==> src/rtl/pc_sequencer_if.sv <==
`default_nettype none
// ============================================================================
// Module      : pc_sequencer_if
// Description : Control/status bundle between the fetch control logic and the
//               program-counter sequencer.
//               master : drives stall/branch/jump/call/ret/imm, observes PC and
//                        the return-address-stack status.
//               slave  : the sequencer itself.
// Signals     : stall, branch, jump, call, ret  - control requests
//               imm [IMM_W]                     - offset or absolute target
//               PC  [PC_W]                      - current fetch address
//               sp  [clog2(RAS_DEPTH+1)]        - valid stack entries
//               ras_full, ras_empty, ras_err    - stack status
// Revision    : 1.0 - initial release
// ============================================================================
interface pc_sequencer_if #(
  parameter int PC_W      = 8,
  parameter int IMM_W     = 8,
  parameter int RAS_DEPTH = 4
) ();
  localparam int SP_W = $clog2(RAS_DEPTH + 1);

  logic              stall;
  logic              branch;
  logic              jump;
  logic              call;
  logic              ret;
  logic [IMM_W-1:0]  imm;
  logic [PC_W-1:0]   PC;
  logic [SP_W-1:0]   sp;
  logic              ras_full;
  logic              ras_empty;
  logic              ras_err;

  modport master (
    output stall, branch, jump, call, ret, imm,
    input  PC, sp, ras_full, ras_empty, ras_err
  );

  modport slave (
    input  stall, branch, jump, call, ret, imm,
    output PC, sp, ras_full, ras_empty, ras_err
  );
endinterface
`default_nettype wire

==> src/rtl/pc_sequencer.sv <==
`default_nettype none
// ============================================================================
// Module      : pc_sequencer
// Description : Program-counter sequencer for the fetch stage. Each rising
//               edge performs one action, priority highest first:
//               stall > ret > call > jump > branch > increment.
//               Calls push PC+1 onto an internal return-address stack; ret
//               pops it. Overflow/underflow set a sticky ras_err.
// Ports       : clk   - rising-edge clock
//               reset - asynchronous active-low reset
//               bus   - pc_sequencer_if.slave (controls, imm, PC, stack status)
// Options     : PCSEQ_TRAP_EN - when defined, a faulting call/ret redirects
//               the PC to TRAP_VEC instead of its normal target.
// Revision    : 1.0 - initial release
// ============================================================================
module pc_sequencer #(
  parameter int              PC_W      = 8,
  parameter int              IMM_W     = 8,
  parameter int              RAS_DEPTH = 4,
  parameter logic [PC_W-1:0] RESET_VEC = '0,
  parameter logic [PC_W-1:0] TRAP_VEC  = PC_W'(8'hF0)
) (
  input  wire logic          clk,
  input  wire logic          reset,
  pc_sequencer_if.slave      bus
);

  localparam int              SP_W   = $clog2(RAS_DEPTH + 1);
  // Stack is sized to the full sp index range so sp can index it directly;
  // entries at or above RAS_DEPTH are never written.
  localparam int              SLOTS  = 1 << SP_W;
  localparam logic [SP_W-1:0] SP_MAX = SP_W'(RAS_DEPTH);

`ifdef PCSEQ_TRAP_EN
  localparam logic TRAP_ON = 1'b1;
`else
  localparam logic TRAP_ON = 1'b0;
`endif

  logic [PC_W-1:0] r_pc;
  logic [SP_W-1:0] r_sp;
  logic            r_err;
  logic [PC_W-1:0] r_stack [SLOTS];

  logic [PC_W-1:0] w_pc_next;
  logic [SP_W-1:0] w_sp_next;
  logic            w_err_next;
  logic            w_push;
  logic [PC_W-1:0] w_pc_inc;
  logic [PC_W-1:0] w_imm_zext;
  logic [PC_W-1:0] w_imm_sext;

  generate
    if (PC_W > IMM_W) begin : g_ext_wide
      assign w_imm_zext = {{(PC_W-IMM_W){1'b0}}, bus.imm};
      assign w_imm_sext = {{(PC_W-IMM_W){bus.imm[IMM_W-1]}}, bus.imm};
    end else begin : g_ext_same
      assign w_imm_zext = bus.imm;
      assign w_imm_sext = bus.imm;
    end
  endgenerate

  // Wraps modulo 2^PC_W, so PC all-ones pushes a return address of 0.
  assign w_pc_inc = r_pc + PC_W'(1);

  always_comb begin
    w_pc_next  = w_pc_inc;
    w_sp_next  = r_sp;
    w_err_next = r_err;
    w_push     = 1'b0;
    if (bus.stall) begin
      w_pc_next = r_pc;
    end else if (bus.ret) begin
      if (r_sp != '0) begin
        w_pc_next = r_stack[r_sp - SP_W'(1)];
        w_sp_next = r_sp - SP_W'(1);
      end else begin
        w_err_next = 1'b1;
        w_pc_next  = TRAP_ON ? TRAP_VEC : w_pc_inc;
      end
    end else if (bus.call) begin
      if (r_sp != SP_MAX) begin
        w_push    = 1'b1;
        w_sp_next = r_sp + SP_W'(1);
        w_pc_next = w_imm_zext;
      end else begin
        w_err_next = 1'b1;
        w_pc_next  = TRAP_ON ? TRAP_VEC : w_imm_zext;
      end
    end else if (bus.jump) begin
      w_pc_next = w_imm_zext;
    end else if (bus.branch) begin
      w_pc_next = r_pc + w_imm_sext + PC_W'(1);
    end
  end

  always_ff @(posedge clk or negedge reset) begin
    if (!reset) begin
      r_pc  <= RESET_VEC;
      r_sp  <= '0;
      r_err <= 1'b0;
    end else begin
      r_pc  <= w_pc_next;
      r_sp  <= w_sp_next;
      r_err <= w_err_next;
    end
  end

  // Stack contents need no reset; only sp decides which entries are valid.
  always_ff @(posedge clk) begin
    if (reset && w_push) begin
      r_stack[r_sp] <= w_pc_inc;
    end
  end

  assign bus.PC        = r_pc;
  assign bus.sp        = r_sp;
  assign bus.ras_full  = (r_sp == SP_MAX);
  assign bus.ras_empty = (r_sp == '0);
  assign bus.ras_err   = r_err;

endmodule
`default_nettype wire

==> src/flat_wrapper.sv <==
// flat-port wrapper written by rule: the top's interface ports become plain ports
module pc_sequencer_flat 
#(
  parameter int              PC_W      = 8,
  parameter int              IMM_W     = 8,
  parameter int              RAS_DEPTH = 4,
  parameter logic [PC_W-1:0] RESET_VEC = '0,
  parameter logic [PC_W-1:0] TRAP_VEC  = PC_W'(8'hF0)
)
  (clk, reset, bus_stall, bus_branch, bus_jump, bus_call, bus_ret, bus_imm, bus_PC, bus_sp, bus_ras_full, bus_ras_empty, bus_ras_err);
  pc_sequencer_if #(.PC_W(PC_W), .IMM_W(IMM_W), .RAS_DEPTH(RAS_DEPTH)) bus_i ();
  input  wire logic clk;
  input  wire logic reset;
  input wire logic [$bits(bus_i.stall)-1:0] bus_stall;
  input wire logic [$bits(bus_i.branch)-1:0] bus_branch;
  input wire logic [$bits(bus_i.jump)-1:0] bus_jump;
  input wire logic [$bits(bus_i.call)-1:0] bus_call;
  input wire logic [$bits(bus_i.ret)-1:0] bus_ret;
  input wire logic [$bits(bus_i.imm)-1:0] bus_imm;
  output wire logic [$bits(bus_i.PC)-1:0] bus_PC;
  output wire logic [$bits(bus_i.sp)-1:0] bus_sp;
  output wire logic [$bits(bus_i.ras_full)-1:0] bus_ras_full;
  output wire logic [$bits(bus_i.ras_empty)-1:0] bus_ras_empty;
  output wire logic [$bits(bus_i.ras_err)-1:0] bus_ras_err;
  assign bus_i.stall = bus_stall;
  assign bus_i.branch = bus_branch;
  assign bus_i.jump = bus_jump;
  assign bus_i.call = bus_call;
  assign bus_i.ret = bus_ret;
  assign bus_i.imm = bus_imm;
  assign bus_PC = bus_i.PC;
  assign bus_sp = bus_i.sp;
  assign bus_ras_full = bus_i.ras_full;
  assign bus_ras_empty = bus_i.ras_empty;
  assign bus_ras_err = bus_i.ras_err;
  pc_sequencer #(.PC_W(PC_W), .IMM_W(IMM_W), .RAS_DEPTH(RAS_DEPTH), .RESET_VEC(RESET_VEC), .TRAP_VEC(TRAP_VEC)) u_core (.clk(clk), .reset(reset), .bus(bus_i));
endmodule
==> config.mk <==
export PLATFORM = sky130hd
export DESIGN_NAME = pc_sequencer_flat
export DESIGN_NICKNAME = d
export VERILOG_FILES = /design/src/rtl/pc_sequencer_if.sv /design/src/rtl/pc_sequencer.sv /design/src/flat_wrapper.sv
export SDC_FILE = /design/constraint.sdc
export NUM_CORES = 1
export LEC_CHECK = 0
export CAP_MARGIN = 20
export CORE_ASPECT_RATIO = 2
export CORE_MARGIN = 2
export CORE_UTILIZATION = 50
export DETAILED_ROUTE_END_ITERATION = 10
export GPL_TIMING_DRIVEN = 0
export PLACE_DENSITY = 0.7
export SYNTH_ARGS = -nofsm -noshare
export SYNTH_HDL_FRONTEND = slang
export SYNTH_SLANG_ARGS = --single-unit
==> constraint.sdc <==
create_clock -name clk -period 3.47 [get_ports clk]
set_input_delay 0.347 -clock clk [delete_from_list [all_inputs] [get_ports clk]]
set_output_delay 0.347 -clock clk [all_outputs]
set_load 0.005 [all_outputs]
Fig. 1: run 1, cell placement
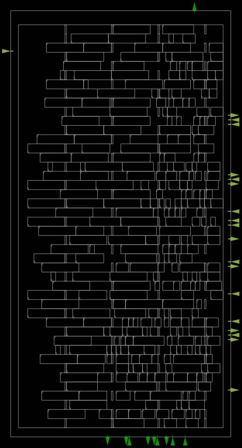
Cell Count, Final, Fillers Out: 412
num rows: 44
final core utilization: 0.611

Fig. 2: run 1, clock wires, drivers and flops
Drawn at 6 px/um.
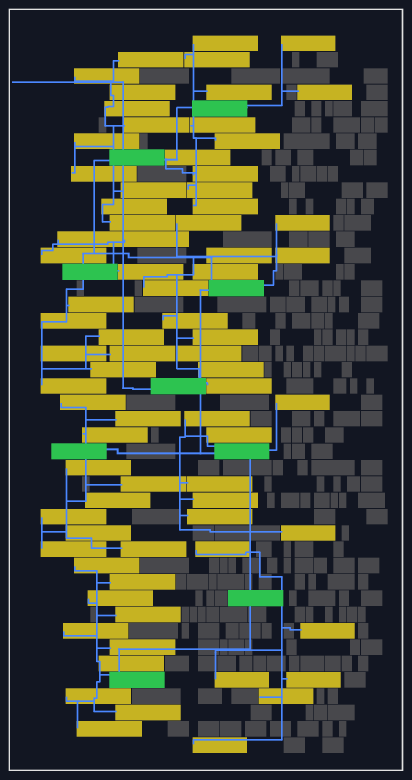
legend:
  yellow:
    item: flip-flops
    count: 76
  green:
    item: clock drivers
    count: 9
  blue:
    item: clock wires
    length: 857 um
routed clock nets: 10
Clock group: 0.877 mW
clock insertion delay at the later pin of the skew report: 0.33 ns
clock share of power: 0.224
Layout Skew: 0.00461 ns

==> results_dict.tcl, run 1 <==
# collected from the flow reports
set metrics [dict create \
    synth_warnings 0 \
    antenna_found_initial 0 \
    routed-wl-met3_um 287 \
    die_width_um 65.3 \
    synth_top_area_share 0.511 \
    cellPowerDensity_nw_per_um2 883 \
    slowest_stage "clkbuf_1" \
    ys_sh_mux 0.115 \
    largest_area_cell "edfxtp_1" \
    yosys-top-cells-count "64 x edfxtp_1, 23 x nor2_1, 22 x a21oi_1" \
    cp_num_cells 11 \
    n_antenna_cell 0 \
    ctsResizeCount 0 \
    cp_cell_sequence "buf_6 -> buf_6 -> inv_1 -> ha_1 -> buf_2 -> clkbuf_1 -> mux4_2 -> mux2i_1 -> nor3_1 -> a41oi_1 -> o211ai_2" \
    worstPathArrival_ns 3.23 \
    core_um2 7270 \
    critPathMostFrequentCell "buf_6" \
    grt_pass1_wl_mm 13.5 \
    drc 0 \
    grt.overflow.total 0 \
    rsz0062_at_grt "no" \
    p_total_mw 3.92 \
    grt_pass1_vias 2605 \
    status "complete, no violations" \
    setup_viol 0 \
    dp_hpwl_mm 6.22 \
    cts_hold_buf 0 \
    cp.required_ns 3.68 \
    crit_fanout 10 \
    cts_buffer_depth 2 \
    n_clock_buffer 13 \
    cts_made_buffers 9 \
    ys_seq_elements 76 \
    final.min_clock_period_ns 3.02 \
    post-synth-top-count-cell "edfxtp_1" \
    syn2layout_area_growth_pct 18.2 \
    port_buffers 28 \
    ff_count 76 \
    critPathLaunchType "flop" \
    yosysUniqueCellTypes 47 \
]
Fig. 3: run 1, PDN straps and rails
Drawn at 4 px/um. Pins as bars on the die edge.
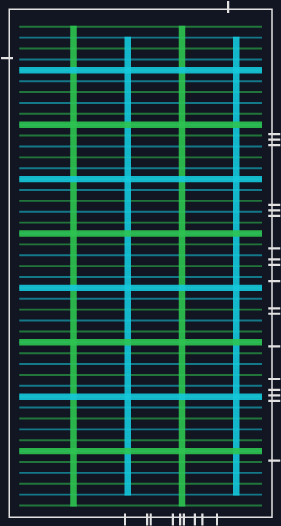
legend:
  cyan:
    net: VDD
  green:
    net: VSS
rows: 44
met4 straps: 4
met5 straps: 8
met1 rails: 45

-- run 1: layer usage --
| metal | up-vias | global-route usage |
|---|---|---|
| met5 | - | 0 |
| met4 | 0 | 0.145 |
| met3 | 29 | 0.0417 |
| met2 | 71 | 0.402 |
| met1 | 1217 | 0.235 |
| li1 | 1133 | - |
-- run 1: sequential cells by signal, summed over array words and instances (netlist names) --
register and flops:
u_core.r_stack 64, u_core.bus.sp 3, u_core.bus.ras_err 1, u_core.bus.PC 8
-- run 1: power by group --
| part | switching (mW) | internal, mW |
|---|---|---|
| Clock | 0.324 | 0.553 |
| Combinational | 0.920 | 0.758 |
| Sequential | 0.117 | 1.25 |
Fig. 4: run 1, signal wires by layer
Drawn at 4 px/um. Only two layers are drawn.
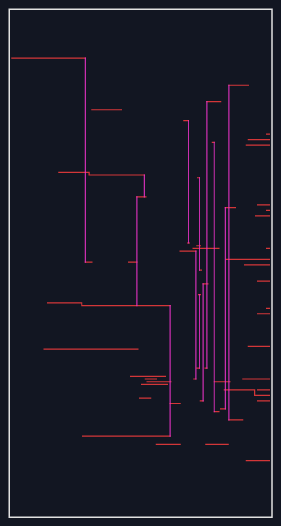

## Run 2: what changed since run 1
ABC_CLOCK_PERIOD_IN_PS = 3470   (was not set)
MAX_ROUTING_LAYER = met4   (was not set)
Fig. 5: run 2, signal wires by layer
Drawn at 4 px/um. Only two layers are drawn.
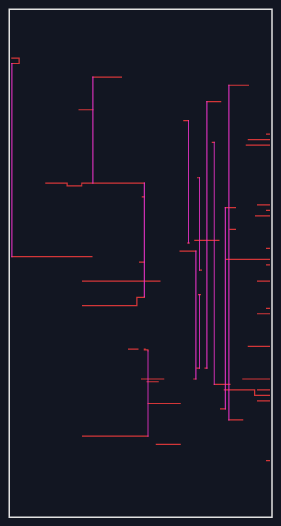
legend:
  magenta:
    layer: metal 4
    wire_length: 490 um
  red:
    layer: metal 3
    wire_length: 245 um
routed len/inst: 20.7 um
all-layer global routing usage: 0.232
routed wire length: 8.54 mm
vias post-DR: 2430

==> results_dict.tcl, run 2 <==
# collected from the flow reports
set metrics [dict create \
    insertion_delay_ns 0.33 \
    powerSeq_mw 1.37 \
    cts_buffer_depth 2 \
    final.min_clock_period_ns 3.02 \
    cts_tree "done" \
    status "complete, no violations" \
    final_layout_top_logic_cells "64 x edfxtp_1, 28 x clkdlybuf4s50_1, 23 x nor2_1" \
    min_path_type "in2async" \
    switchingPower_mw 1.36 \
    post-synth-top-count-cell "edfxtp_1" \
    max_flop_register "u_core.r_stack" \
    final_util 0.611 \
    critPathMostFrequentCell "buf_6" \
    cts.sinks 76 \
    grt_use_met1 0.233 \
    cp_num_cells 11 \
    yosysUniqueCellTypes 47 \
    finalClockSkew_ns 0.00344 \
    drive_gt1_frac 0.138 \
    p_total_mw 3.92 \
    yosys-top-cells-count "64 x edfxtp_1, 23 x nor2_1, 22 x a21oi_1" \
    synth_warnings 0 \
    p_sw_frac 0.347 \
    grt.overflow.total 0 \
    ctsResizeCount 0 \
    rows 44 \
    grt_pass1_wl_mm 13.4 \
    synth_top_area_share 0.511 \
    ys_seq_elements 76 \
    drc 0 \
    routed-wl-met3_um 245 \
    cp_cell_sequence "buf_6 -> buf_6 -> inv_1 -> ha_1 -> buf_2 -> clkbuf_1 -> mux4_2 -> mux2i_1 -> nor3_1 -> a41oi_1 -> o211ai_2" \
    crit_fanout 10 \
    cellPowerDensity_nw_per_um2 884 \
    xor_share 0.0326 \
    setup_viol 0 \
    cp.required_ns 3.67 \
    cts_hold_buf 0 \
    top_logic_kind "multiplexers" \
    p_int_mw 2.56 \
    largest_reg_flops 64 \
    use_met3 0.0417 \
    topCellsByArea "edfxtp_1 51%, mux4_2 9.6%, dfrtp_1 8.0%" \
    rsz0062_at_grt "no" \
    ys_sh_mux 0.115 \
    antenna_found_initial 0 \
    port_buffers 28 \
    pg_clk_mw 0.876 \
    combPwrFrac 0.428 \
    grt.busiest_layer "met2" \
    syn2layout_area_growth_pct 18.2 \
    cts_made_buffers 9 \
    grt_pass1_vias 2605 \
    reg2reg_depth 11 \
    cp_top_family "buffers and inverters" \
    dp_hpwl_mm 6.22 \
    use_met2 0.402 \
    p_comb_mw 1.68 \
    core_um2 7270 \
    clock.fmax_mhz 331 \
    p_leak_nw 1.58 \
    largest_area_cell "edfxtp_1" \
    dieHeight_um 127 \
    n_antenna_cell 0 \
    clkPwrFrac 0.223 \
    pwr-share-seq 0.349 \
    synthCells 277 \
    die_width_um 65.3 \
    maxPowerGroup "combinational cells" \
    worstPathArrival_ns 3.23 \
    slowest_stage "clkbuf_1" \
    warnings 28 \
    fin_cells 412 \
    critPathLaunchType "flop" \
]
Fig. 6: run 2, cell classes on the final placement
Drawn at 3 px/um. Fill, decap, tap and diode cells in grey.
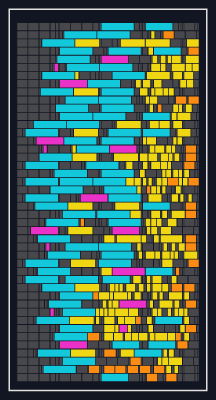
legend:
  yellow:
    class: combinational and other logic
    cells: 192
  orange:
    class: remaining buffers and delay cells
    cells: 37
  cyan:
    class: sequential cells
    cells: 76
  magenta:
    class: clock drivers and dummy loads
    cells: 15

run 2: area by class of cell:
cell class,instances,area (um^2),area share
multi-input cells,174,1430,0.321
clock buffers,13,240,0.0541
flip-flops and latches,76,2220,0.500
clock inverters,2,37.5,0.00845
repair buffers,28,280,0.0631
plain buffers,9,52.6,0.0118
well taps,92,115,0.0259
inverters,18,67.6,0.0152
run 2: worst max-delay path by stage:
stage                      endpoint  slack (ns)
3_5_place_dp   u_core.r_stack[4][5]        0.40
4_1_cts            u_core.bus.PC[7]        0.38
5_1_grt            u_core.bus.PC[7]        0.27
2_1_floorplan  u_core.r_stack[1][0]        0.93
3_3_place_gp   u_core.r_stack[1][5]        0.07
6_report           u_core.bus.PC[7]        0.45
Fig. 7: run 2, clock wires, drivers and flops
Drawn at 6 px/um.
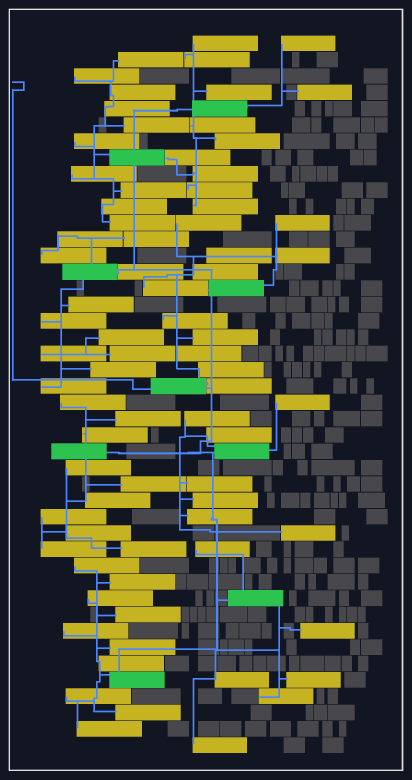

## Run 3: what changed since run 2
CORE_ASPECT_RATIO = 0.6   (was 2)
PLACE_DENSITY = not set   (was 0.7)
PLACE_DENSITY_LB_ADDON = 0.05   (was not set)
Fig. 8: run 3, clock wires, drivers and flops
Drawn at 6 px/um.
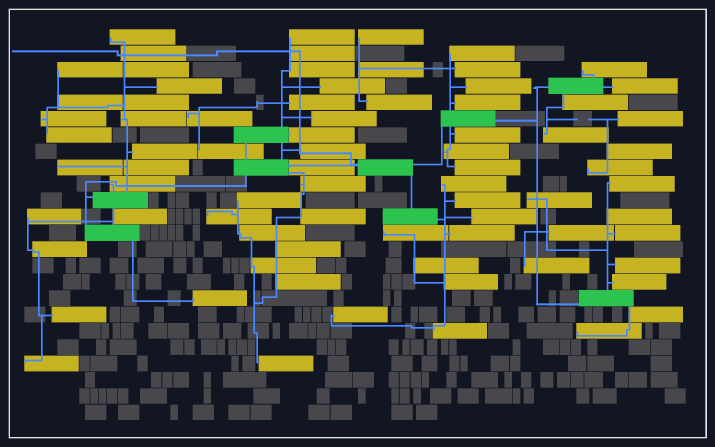
legend:
  blue:
    item: clock wires
    length: 782 um
  yellow:
    item: flip-flops
    count: 76
  green:
    item: clock drivers
    count: 9
routed clock nets: 10
clock share of power: 0.239
Clock group: 0.965 mW

==> results_dict.tcl, run 3 <==
# collected from the flow reports
set metrics [dict create \
    rows 24 \
    ctsResizeCount 0 \
    setup_viol 0 \
    status "complete, no violations" \
    die_width_um 116 \
    grt_pass1_vias 2341 \
    yosys-top-cells-count "64 x edfxtp_1, 23 x nor2_1, 22 x a21oi_1" \
    cp_cell_sequence "buf_6 -> buf_6 -> inv_1 -> ha_1 -> xor2_1 -> mux2i_1 -> nor3_1 -> a41oi_1 -> o211ai_2" \
    cts_made_buffers 9 \
    cts_tree "done" \
    fin_cells 426 \
    dp_hpwl_mm 6.44 \
    maxPowerGroup "combinational cells" \
    final.min_clock_period_ns 2.96 \
    synth_top_area_share 0.511 \
    pwr-share-seq 0.337 \
    final_util 0.618 \
    combPwrFrac 0.424 \
    cts.sinks 76 \
    ys_sh_mux 0.115 \
    largest_area_cell "edfxtp_1" \
    powerSeq_mw 1.36 \
    yosysUniqueCellTypes 47 \
    rsz0062_at_grt "no" \
    switchingPower_mw 1.41 \
    final_layout_top_logic_cells "64 x edfxtp_1, 28 x clkdlybuf4s50_1, 23 x nor2_1" \
    dieHeight_um 71.1 \
    grt.overflow.total 0 \
    p_leak_nw 1.62 \
    cp_num_cells 9 \
    reg2reg_depth 9 \
    cellPowerDensity_nw_per_um2 900 \
    xor_share 0.0326 \
    cts_hold_buf 0 \
    max_flop_register "u_core.r_stack" \
    critPathLaunchType "flop" \
    slowest_stage "xor2_1" \
    clock.fmax_mhz 338 \
    grt_pass1_wl_mm 13.6 \
    p_sw_frac 0.349 \
    drive_gt1_frac 0.149 \
    topCellsByArea "edfxtp_1 51%, mux4_2 9.6%, dfrtp_1 8.0%" \
    antenna_found_initial 0 \
    synthCells 277 \
    synth_warnings 0 \
    top_logic_kind "multiplexers" \
    finalClockSkew_ns 0.00486 \
]
Fig. 9: run 3, signal wires by layer
Drawn at 4 px/um. Only two layers are drawn.
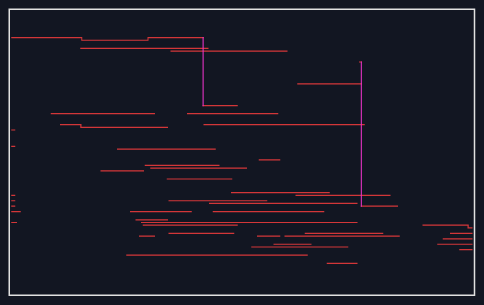
legend:
  red:
    layer: metal 3
    wire_length: 797 um
  magenta:
    layer: metal 4
    wire_length: 53.0 um
all-layer global routing usage: 0.242
vias post-DR: 2418
routed wire length: 8.66 mm
routed len/inst: 20.3 um

-- run 3: netlist changes by cell type in the layout (fill, tap and decap cells not counted), sizes merged --
cell	previous run	this run
clkinv	0	5
clkinvlp	1	0
buf	6	8
clkbuf	16	11
bufinv	1	2
-- run 3: area by class of cell --
class | instances | area [um^2]
plain buffers | 8 | 48.8
clock buffers | 9 | 225
clock inverters | 7 | 91.3
fillers | 583 | 2770
inverters | 18 | 67.6
multi-input cells | 174 | 1420
flip-flops and latches | 76 | 2220
well taps | 104 | 130
repair buffers | 30 | 293
-- run 3: per-layer routing --
metal | up-vias | GRT usage | wire, um
met1 | 1184 | 0.382 | 4180
met3 | 5 | 0.0694 | 796
met5 | - | - | 0
met4 | 0 | 0.0556 | 53
li1 | 1145 | - | -
met2 | 84 | 0.308 | 3630
Power figures rest on the tool's default switching activity, not on a simulated workload.
